<file path="config.mk">
export PLATFORM = sky130hd
export DESIGN_NAME = raster_writeback_sequencer
export DESIGN_NICKNAME = d
export VERILOG_FILES = /design/src/rtl/raster_writeback_sequencer.sv
export SDC_FILE = /design/constraint.sdc
export NUM_CORES = 1
export LEC_CHECK = 0
export CELL_PAD_IN_SITES_DETAIL_PLACEMENT = 0
export CELL_PAD_IN_SITES_GLOBAL_PLACEMENT = 1
export CORE_AREA = 2 2 248 250
export DETAILED_ROUTE_END_ITERATION = 7
export DIE_AREA = 0 0 250 252
export HOLD_SLACK_MARGIN = 0.12
export PLACE_DENSITY_LB_ADDON = 0.1
export SYNTH_ARGS = -nofsm -noshare
export SYNTH_HDL_FRONTEND = slang
export SYNTH_SLANG_ARGS = --single-unit
</file>
<file path="constraint.sdc">
create_clock -name clk -period 6.1 [get_ports clk]
set_clock_uncertainty 0.1 [all_clocks]
set_input_delay 1.525 -clock clk [delete_from_list [all_inputs] [get_ports clk]]
set_output_delay 1.525 -clock clk [all_outputs]
set_load 0.03 [all_outputs]
</file>
<file path="src/rtl/raster_writeback_sequencer.sv">
// raster_writeback_sequencer
// Merges the scanline streams of NCORES raster cores into one AXI-stream
// frame. Cores are drained strictly in ascending index. The first pixel of
// the frame is tagged with tuser (SOF) and the final pixel with tlast (EOF).
//
// Ports:
//   clk, nreset     clock, synchronous active-low reset
//   start           frame drain request (honoured in IDLE only)
//   core_valid      per-core pixel valid            [NCORES]
//   core_data       per-core pixel, core i at [i*DWIDTH +: DWIDTH]
//   core_last       per-core last-pixel-of-line flag [NCORES]
//   core_handshake  one-hot transfer acknowledge     [NCORES]
//   m_axis_*        merged output stream (tvalid/tdata/tlast/tuser/tready)
//   busy            high while draining a frame (ACTIVE and DONE)
//   frame_done      one-cycle pulse after the final transfer
//   len_error       sticky line-length mismatch flag
module raster_writeback_sequencer #(
  parameter int unsigned NCORES = 32,
  parameter int unsigned DWIDTH = 16,
  parameter int unsigned X_LEN  = 400
) (
  input  logic                       clk,
  input  logic                       nreset,
  input  logic                       start,
  input  logic [NCORES-1:0]          core_valid,
  input  logic [NCORES*DWIDTH-1:0]   core_data,
  input  logic [NCORES-1:0]          core_last,
  output logic [NCORES-1:0]          core_handshake,
  output logic                       m_axis_tvalid,
  output logic [DWIDTH-1:0]          m_axis_tdata,
  output logic                       m_axis_tlast,
  output logic                       m_axis_tuser,
  input  logic                       m_axis_tready,
  output logic                       busy,
  output logic                       frame_done,
  output logic                       len_error
);

  localparam int unsigned SEL_W = (NCORES > 1) ? $clog2(NCORES) : 1;
  localparam int unsigned CNT_W = (X_LEN > 1) ? $clog2(X_LEN) : 1;
  localparam logic [SEL_W-1:0] SEL_LAST = SEL_W'(NCORES - 1);
  localparam logic [CNT_W-1:0] CNT_LAST = CNT_W'(X_LEN - 1);

  typedef enum logic [1:0] {
    IDLE   = 2'd0,
    ACTIVE = 2'd1,
    DONE   = 2'd2
  } state_t;

  state_t           state;
  logic [SEL_W-1:0] sel;
  logic [CNT_W-1:0] pix_cnt;

  logic active;
  logic cnt_end;
  logic line_end;
  logic xfer;

  // Combinational core-to-stream path; gated by reset so an aborting frame
  // issues no handshake in the reset cycle.
  always_comb begin
    active         = (state == ACTIVE) && nreset;
    cnt_end        = (pix_cnt == CNT_LAST);
    line_end       = 1'b0;
    xfer           = 1'b0;
    m_axis_tvalid  = 1'b0;
    m_axis_tdata   = '0;
    m_axis_tuser   = 1'b0;
    m_axis_tlast   = 1'b0;
    core_handshake = '0;
    if (active) begin
      line_end       = core_last[sel] | cnt_end;
      m_axis_tvalid  = core_valid[sel];
      m_axis_tdata   = core_data[sel*DWIDTH +: DWIDTH];
      xfer           = m_axis_tvalid & m_axis_tready;
      core_handshake = NCORES'(xfer) << sel;
      m_axis_tuser   = m_axis_tvalid & (sel == '0) & (pix_cnt == '0);
      m_axis_tlast   = m_axis_tvalid & (sel == SEL_LAST) & line_end;
    end
  end

  // Sequencer state, line/pixel counters and status flags.
  always_ff @(posedge clk) begin
    if (!nreset) begin
      state      <= IDLE;
      sel        <= '0;
      pix_cnt    <= '0;
      busy       <= 1'b0;
      frame_done <= 1'b0;
      len_error  <= 1'b0;
    end else begin
      case (state)
        IDLE: begin
          if (start) begin
            state     <= ACTIVE;
            sel       <= '0;
            pix_cnt   <= '0;
            busy      <= 1'b1;
            len_error <= 1'b0;
          end
        end
        ACTIVE: begin
          if (xfer) begin
            if (line_end) begin
              // Early last closes the line short; missing last closes at X_LEN.
              if (core_last[sel] != cnt_end) begin
                len_error <= 1'b1;
              end
              pix_cnt <= '0;
              if (sel == SEL_LAST) begin
                state      <= DONE;
                frame_done <= 1'b1;
              end else begin
                sel <= sel + SEL_W'(1);
              end
            end else begin
              pix_cnt <= pix_cnt + CNT_W'(1);
            end
          end
        end
        DONE: begin
          state      <= IDLE;
          busy       <= 1'b0;
          frame_done <= 1'b0;
        end
        default: begin
          state      <= IDLE;
          busy       <= 1'b0;
          frame_done <= 1'b0;
        end
      endcase
    end
  end

endmodule
</file>
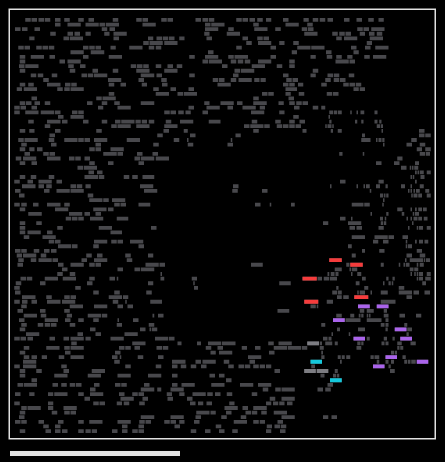
Figure 1: where the registers sit.
The bar under the picture is 100 µm long.
legend:
  `sel`:
    colour: red
    sequential_cells: 5
  `state`:
    colour: cyan
    sequential_cells: 2
  `pix_cnt`:
    colour: purple
    sequential_cells: 9
    where: south-east
seq pwr: 0.128 mW
Seq area share: 0.0298
utilization after layout: 0.220
Flop area: 394 µm²

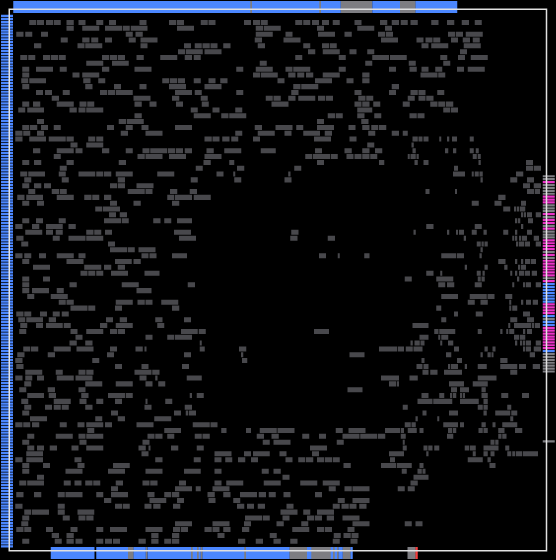
Figure 2: pin map.
Pins as bars across the die edge, other pins in grey.
legend:
  `core_handshake`:
    colour: magenta
    pins: 32
    direction: output
    edge: east
  `core_data`:
    colour: blue
    pins: 512
    direction: input
    edge: 199 north, 183 west, 119 south, 11 east
  `nreset`:
    colour: red
    pins: 1
    direction: input
    edge: south
all pins by edge: 225 north, 183 west, 157 south, 69 east
port buffer count: 633
DIE WIDTH: 250 µm

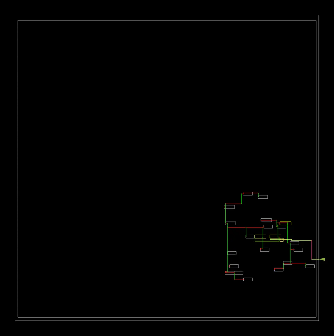
Figure 3: clock nets.
clk_lat worst skew: 0.26 ns
clock sinks: 19

==> results.py <==
# Flow results
metrics = {
    "synthesis": {
        "async_flop_share": 0,
        "synth-edff-count": 0,
        "netlist_top_cells_count": "mux4_2, nor2_1, mux2i_1",
        "top_area_frac": 0.656,
        "simple_gate_area_frac": 0.103,
        "ys_seq_share": 0.0651,
        "flop_cell": "dfxtp_1",
        "logic_family": "multiplexers",
        "muxShareOfSynthArea": 0.717,
        "yosysCellCount": 452,
    },
    "final_layout": {
        "nets": 1650,
        "final_cell_mix": "clkdlybuf4s50_1, mux4_2, nor2_1, buf_4, mux2i_1",
        "clockNetworkAreaShare": 0.00624,
        "logic_gate_count": 375,
        "final_area_um2": 13200,
    },
    "clock_tree": {
        "clock_path_buffers": 2,
        "cts-root-buf": "clkbuf_16",
        "cts.repair.resized": 0,
        "clk_pin_slew_ns": 0.07,
        "cts_setup_buffers": 0,
        "htreeDepth": 1,
    },
    "outcome": {
        "outcome": "finished clean",
    },
    "pwr": {
        "switching_share": 0.248,
        "seqPwrFrac": 0.146,
        "pwr-share-comb": 0.689,
        "maxPowerGroup": "combinational logic",
        "pg_comb_mw": 0.602,
        "switching_power_mw": 0.217,
    },
    "worst_setup_path": {
        "cp.arrival_ns": 4.01,
        "critPathSlowestCell": "clkdlybuf4s50_1",
        "end_kind": "output port",
        "startpoint": "core_data[239]",
        "cp_top_family": "multiplexers",
        "startpoint_type": "primary input",
    },
    "floorplan": {
        "coreArea_um2": 60100,
        "initCoreUtil": 0.0971,
    },
    "worst_hold_path": {
        "holdPathEnd": "len_error",
        "min-delay-start": "state[1]",
    },
    "timing": {
        "min_period_over_period": 0.924,
        "worst_slack_ns": 0.463,
        "setup_viol": 0,
    },
    "place": {
        "dp_cells": 1841,
    },
    "detailed_routing": {
        "met3_length_mm": 3.58,
        "m1WireLength_mm": 18.4,
        "route.detailed.drc": 0,
        "dr.pass1.iters": 5,
    },
    "global_routing": {
        "grtUsageMet2": 0.315,
        "track_usage": 0.160,
        "grt_max_degree": 36,
    },
    "job": {
        "cap_violations": 0,
    },
}
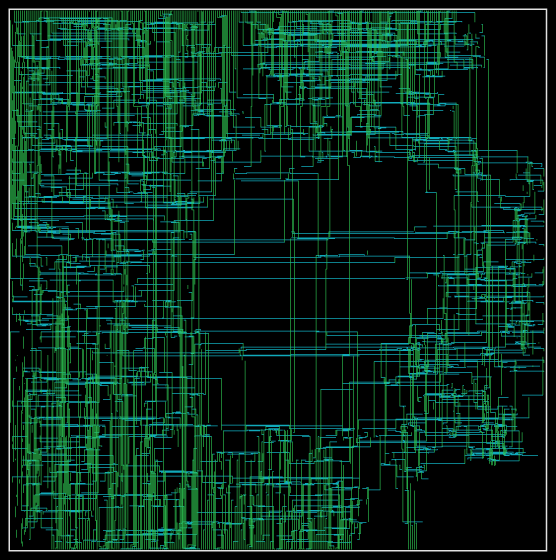
Figure 4: signal wires by layer.
Two of the layers only.
legend:
  met2:
    colour: green
    wire_length: 29.9 mm
  met1:
    colour: cyan
    wire_length: 18400 µm
vias post-DR: 7103
WL per Instance: 28.3 µm

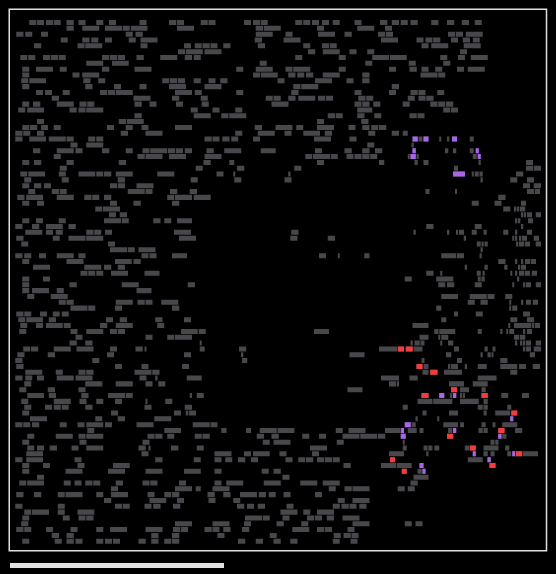
Figure 5: logic cells by family.
The bar under the picture is 100 µm long.
legend:
  inverting AOI/OAI gates:
    colour: purple
    cells: 21
    most_used: o21ai_0
  AND-OR and OR-AND gates:
    colour: red
    cells: 15
    most_used: o22a_1
    where: south-east
Commonest Layout Cell: clkdlybuf4s50_1
fin cells: 1860
combinational share of cell area: 0.388

Power is estimated from default activity; no workload was simulated.
